<file path="src/rtl/dr_completion_capture.sv">
// rtl/dr_completion_capture.sv - dual-rail token completion detector with single-rail output FIFO
// Classifies each dual-rail codeword, enforces spacer/data alternation, and queues decoded tokens.
module dr_completion_capture #(
  parameter int WIDTH  = 2,
  parameter int DEPTH  = 4,
  parameter int SP_POL = 0
) (
  input  logic             clk,
  input  logic             reset,
  input  logic [WIDTH-1:0] in_1,
  input  logic [WIDTH-1:0] in_0,
  output logic [WIDTH-1:0] out_data,
  output logic             out_valid,
  input  logic             out_ready,
  output logic             phase,
  output logic             err_illegal,
  output logic             err_overflow,
  input  logic             err_clear,
  output logic [15:0]      tok_count
);

  localparam int AW = (DEPTH > 1) ? $clog2(DEPTH) : 1;
  localparam logic [AW:0] FULL_CNT = (AW + 1)'(DEPTH);
  localparam logic SP = (SP_POL != 0);

  typedef enum logic {
    WAIT_SPACER = 1'b0,
    WAIT_DATA   = 1'b1
  } state_t;

  state_t state_q;

  logic [WIDTH-1:0] mem_q [DEPTH];
  logic [AW-1:0]    rd_ptr_q, rd_ptr_d;
  logic [AW-1:0]    wr_ptr_q, wr_ptr_d;
  logic [AW:0]      count_q, count_d;
  logic [15:0]      tok_count_q, tok_count_d;
  logic             err_illegal_q, err_illegal_d;
  logic             err_overflow_q, err_overflow_d;

  logic any_illegal, all_spacer, all_data;
  logic capture, pop, push, full, overflow;

  // A pair is a spacer when both rails equal SP, illegal when both rails equal ~SP.
  always_comb begin
    any_illegal = 1'b0;
    all_spacer  = 1'b1;
    all_data    = 1'b1;
    for (int i = 0; i < WIDTH; i++) begin
      if (in_1[i] == SP && in_0[i] == SP) begin
        all_data = 1'b0;
      end else if (in_1[i] == ~SP && in_0[i] == ~SP) begin
        any_illegal = 1'b1;
        all_data    = 1'b0;
        all_spacer  = 1'b0;
      end else begin
        all_spacer = 1'b0;
      end
    end
  end

  assign capture   = (state_q == WAIT_DATA) && !any_illegal && all_data;
  assign out_valid = (count_q != '0);
  assign pop       = out_valid && out_ready;
  assign full      = (count_q == FULL_CNT);
  // A full FIFO still accepts a token when the head leaves in the same cycle.
  assign push      = capture && (!full || pop);
  assign overflow  = capture && full && !pop;

  always_ff @(posedge clk) begin
    if (reset) begin
      state_q <= WAIT_SPACER;
    end else if (any_illegal) begin
      state_q <= WAIT_SPACER;
    end else begin
      case (state_q)
        WAIT_SPACER: if (all_spacer) state_q <= WAIT_DATA;
        WAIT_DATA:   if (all_data)   state_q <= WAIT_SPACER;
        default:     state_q <= WAIT_SPACER;
      endcase
    end
  end

  always_comb begin
    rd_ptr_d       = rd_ptr_q;
    wr_ptr_d       = wr_ptr_q;
    count_d        = count_q;
    tok_count_d    = tok_count_q;
    err_illegal_d  = err_clear ? 1'b0 : err_illegal_q;
    err_overflow_d = err_clear ? 1'b0 : err_overflow_q;
    if (pop) begin
      rd_ptr_d = rd_ptr_q + 1'b1;
    end
    if (push) begin
      wr_ptr_d    = wr_ptr_q + 1'b1;
      tok_count_d = tok_count_q + 16'd1;
    end
    if (push && !pop) begin
      count_d = count_q + 1'b1;
    end else if (pop && !push) begin
      count_d = count_q - 1'b1;
    end
    if (any_illegal) begin
      err_illegal_d = 1'b1;
    end
    if (overflow) begin
      err_overflow_d = 1'b1;
    end
  end

  always_ff @(posedge clk) begin
    if (reset) begin
      rd_ptr_q       <= '0;
      wr_ptr_q       <= '0;
      count_q        <= '0;
      tok_count_q    <= '0;
      err_illegal_q  <= 1'b0;
      err_overflow_q <= 1'b0;
    end else begin
      rd_ptr_q       <= rd_ptr_d;
      wr_ptr_q       <= wr_ptr_d;
      count_q        <= count_d;
      tok_count_q    <= tok_count_d;
      err_illegal_q  <= err_illegal_d;
      err_overflow_q <= err_overflow_d;
    end
  end

  // Storage needs no reset; the empty-gated read below hides stale entries.
  always_ff @(posedge clk) begin
    if (!reset && push) begin
      mem_q[wr_ptr_q] <= in_1;
    end
  end

  assign out_data     = out_valid ? mem_q[rd_ptr_q] : '0;
  assign phase        = (state_q == WAIT_DATA);
  assign err_illegal  = err_illegal_q;
  assign err_overflow = err_overflow_q;
  assign tok_count    = tok_count_q;

endmodule
</file>
<file path="config.mk">
export PLATFORM = sky130hd
export DESIGN_NAME = dr_completion_capture
export DESIGN_NICKNAME = d
export VERILOG_FILES = /design/src/rtl/dr_completion_capture.sv
export SDC_FILE = /design/constraint.sdc
export NUM_CORES = 1
export LEC_CHECK = 0
export ABC_AREA = 1
export CORE_ASPECT_RATIO = 1.4
export CORE_MARGIN = 3
export CORE_UTILIZATION = 52
export DETAILED_ROUTE_END_ITERATION = 8
export PLACE_DENSITY = 0.87
export SYNTH_ARGS = -nofsm -noshare
export SYNTH_HDL_FRONTEND = slang
export SYNTH_SLANG_ARGS = --single-unit
</file>
<file path="constraint.sdc">
create_clock -name clk -period 3.15 [get_ports clk]
set_input_delay 0.63 -clock clk [delete_from_list [all_inputs] [get_ports clk]]
set_output_delay 0.63 -clock clk [all_outputs]
set_load 0.05 [all_outputs]
</file>
### Wiring by layer

Bar = 20 um.
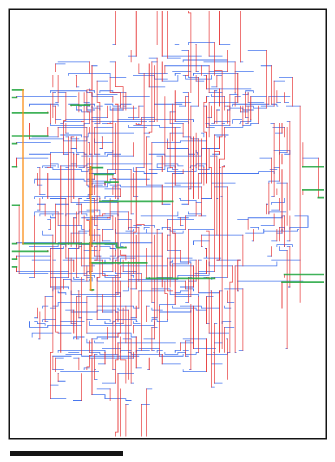
Key: metal 2 = red [wire length 2010 um]; metal 3 = green [wire length 113 um]; metal 4 = orange [wire length 49.0 um]; metal 1 = blue [wire length 1540 um]

### Placement by cell class

Bar = 20 um. Fill, decap, tap and diode cells in grey.
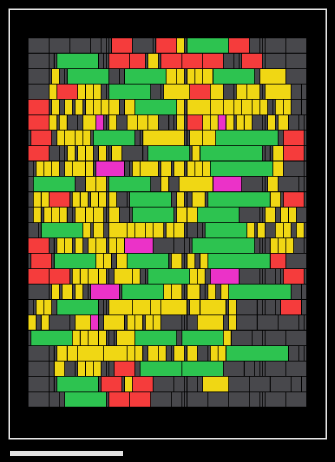
Key: sequential cells = green [cells 36]; remaining buffers and delay cells = red [cells 32]; combinational and other logic = yellow [cells 196]; clock drivers and dummy loads = magenta [cells 8]
final standard cell utilization of the core: 68.96%
post-route design area: 2216 um^2
flop share of the area: 36.14%

### Gate families picked out

Bar = 20 um.
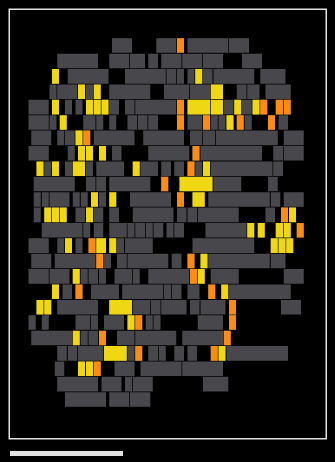
Key: nor cells = yellow [cells 57]; inv cells = orange [cells 30]

### Where the registers sit

Bar = 20 um.
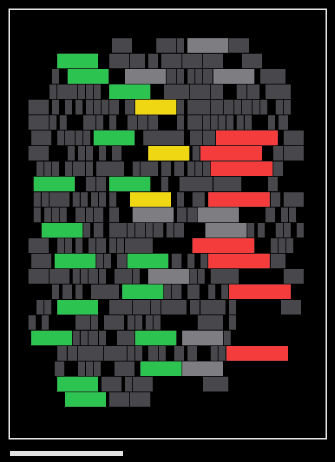
Key: `mem_q` = red [flops 8, where right middle]; `count_q` = yellow [flops 3]; `tok_count` = green [flops 16]
Another 9 sequential cells are not coloured.

### Cell placement

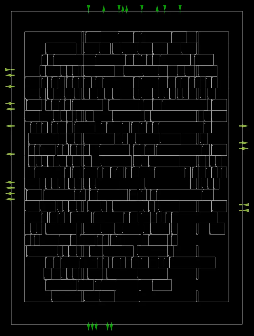
number of flip-flops and latches: 36
Rows: 24
total of fill cells in the finished design: 270
Well-Tap Cells: 39
count of non-filler cells in the finished layout: 311

==> summary.txt <==
Results of the flow run.

The run finished with clean final reports. The number of detailed-route iterations in the first pass stands at 4. The clock latency at the later pin of the worst-skew pair stands at around 0.28 ns. The final layout contains routed wiring with a total length of 3707 um. The launch point of the worst register-to-register path is recorded as count_q[1]. For this run, the leading register cell type out of synthesis is sky130_fd_sc_hd__dfxtp_1. The final max-slew violation count recorded for this run is 0. The buffers inserted during post-CTS setup optimization stands at 0. The final route contains roughly 1600 vias.

In the routed layout, each cell is associated on average with a via count of 5.077. The slew at the pin closest to its max-slew limit stands at about 0.51 ns. Across the whole layout, storage elements account for 800.8 um^2.

The synthesized netlist handed to floorplanning was reported with a cell count of roughly 240. The total DRC errors in the routed layout stands at 0. The power density over the cells stands at approximately 540 nW/um^2.

The final hold violation count recorded for this run is 0. The count of unique library cells instantiated by Yosys stands at 26. The via count of the first global-routing pass stands at approximately 1400. The power report puts the leakage power at roughly 0.83 nW. The area of the placeable core stands at 3213 um^2. The post-layout net count stands at roughly 290.

The worst setup path is launched from a primary input. Per Yosys stat, the portion of area used by sequential elements is around 44%. The cell depth of the worst min-delay path stands at 2. The tool warning count stands at 30. Looking at the VDD voltage map, the peak drop is between 0.6 and 0.7 mV. The flow reports an fmax of ~360 MHz.

The delay of the slowest cell on the worst path stands at between 0.5 and 0.6 ns. In this run, post-CTS repair resized a total of 0 instances. The first global-routing pass estimated 6044 um of wire. The number of multi-input combinational cells stands at about 170. Of all flip-flops after synthesis, the portion carrying an async set or reset was 0%. The total of warnings raised by yosys stands at 0. Per the timing report, the most critical flop-to-flop path finishes at count_q[2]. The aggregate global routing overflow stands at 0. Sorting the synthesized cells by how often they occur yields 48 x sky130_fd_sc_hd__nor2_1, 42 x sky130_fd_sc_hd__nand2_1, 28 x sky130_fd_sc_hd__dfxtp_1. The post-CTS clock slew at the launch and capture registers of the worst setup and hold paths stands at around 0.07 ns. The number of cells reported by Yosys stat comes to between 200 and 250. In this run the horizontal extent of the chip is 55.75 um. The clock tree synthesis step divided the H-tree into 2 levels. The post-synthesis chip area from yosys stands at about 1800 um^2. The global routing usage summed across all routing layers stands at between 10% and 20%. The share of final-layout standard cells stronger than drive strength 1 stands at ~8.5%. The die height stands at 75.65 um. Counting every net in the synthesized netlist gives between 200 and 300. The first routing iteration left 58 violations. For reference, the critical path is captured by count_q[2]. Non-clock inverters in the final layout number 30.

The number of sinks driven by the clock tree stands at 36. Per the synthesis report, the single largest cell type by area occupies between 30 and 40% of cell area. Setup repair after global routing left no endpoint under its margin. The synthesized design contains 8 enable-type register cells. The routability-driven placement congestion ratio stands at about 0.86. sky130_fd_sc_hd__nor2_1 is the most common cell in the netlist.

The pin count of the biggest net entering global routing stands at 20. Before placement the cells fill 56.07% of the core. Among all stages on the critical path, the largest delay is contributed by sky130_fd_sc_hd__clkdlybuf4s50_1.

The repair_antennas step left the layout with diodes totalling 0. STA classifies the critical path endpoint as a flip-flop. The critical-path maximum fanout stands at 3. After layout the signal buffers, clock cells excluded, come to between 10 and 15% of cell area. Per the synthesis report, the dominant area consumer among library cells is sky130_fd_sc_hd__dfxtp_1. The critical path in this run is classified as primary input to flip-flop. In this run the cell area measured after placement is 2136 um^2. The setup total negative slack stands at 0 ns. The number of cells on the worst reg-to-reg path stands at 12. According to the timing report, the critical path is launched from in_1[0]. After clock tree synthesis, the flow added hold-fix buffers numbering 0. Ranked by total area, the top cell class in this layout is combinational gates.

The cell sitting at the root of the clock tree is a sky130_fd_sc_hd__clkbuf_8. The initial antenna violation count came to 0. The count of buffers not belonging to the clock network in the layout stands at 32. Per the layout area report, the combinational gate area comes to approximately 860 um^2.

Per the placement report, the placed cell count is ~300. OpenROAD reports that the post-layout worst path occupies about 89% of the period. Summing internal, switching and leakage power gives ~1.2 mW. The share of final layout cell area taken by clock buffers and inverters stands at between 3 and 4%. For reference, the top cells by area after synthesis are sky130_fd_sc_hd__dfxtp_1 31%, sky130_fd_sc_hd__edfxtp_1 13%, sky130_fd_sc_hd__nor2_1 10%. The number of clock buffers in the layout stands at 7.

The script logs the mean routed wire length per placed instance as around 12 um. STA reports the tightest min-delay check as being of type flip-flop to flip-flop. Buffers inserted during clock tree synthesis total 5.
[stage by stage]
stage	setup slack [ns]	hold slack, ns
after floorplan	0.6175	0.4416
final	0.3368	0.4687
after CTS	0.3218	0.4668
after detailed placement	0.04643	0.4574
after global routing	0.1138	0.4952
after global placement	0.1791	0.4565
[cells in the final DEF, fill, tap and decap left out, drive strengths merged, types with 3 or more instances in the layout]
master | netlist | final
nand2 | 45 | 45
clkdlybuf4s50 | 0 | 29
ha | 8 | 8
buf | 4 | 3
dfxtp | 28 | 28
inv | 30 | 30
xor2 | 5 | 5
edfxtp | 8 | 8
clkbuf | 0 | 7
nand3 | 11 | 11
o21ai | 14 | 14
nor2 | 54 | 54
a21oi | 22 | 22
[cell families after synthesis]
group	Yosys count	share of synthesized area, %
buffers and inverters	34	7.777
xor gates and xnor gates	5	2.430
DFF	36	44.44
adders and majority gates	9	6.667
and+or+nand+nor	115	28.26
AOI/OAI and AO/OA	37	10.42
[worst max-delay path: cells and delay by family]
kind	cells	cell delay, ns
AND/OR/NAND/NOR	3	0.35
adder cells (fa/ha/maj)	3	0.82
buffers and inverters	4	0.70
AND-OR/OR-AND	4	0.50
[power breakdown]
group | internal (mW) | total (mW) | leakage (nW) | switching (mW)
registers | 0.503 | 0.531 | 0.298 | 0.0285
clock network | 0.154 | 0.307 | 0.0399 | 0.153
logic | 0.116 | 0.349 | 0.490 | 0.232
[sequential cells by signal, summed over array words and instances (netlist names), named ones only]
register,flops
tok_count,16
mem_q,8
count_q,3
rd_ptr_q,2
wr_ptr_q,2
err_illegal,1
err_overflow,1
phase,1
[per-layer routing]
metal / GRT usage [%] / part of all wire, % / vias up
li1: - / - / 818
met3: 2.881 / 3.0 / 5
met5: 0 / 0 / -
met2: 35.79 / 54 / 29
met1: 19.53 / 41 / 727
met4: 7.568 / 1.3 / 0
Power figures rest on the tool's default switching activity, not on a simulated workload.
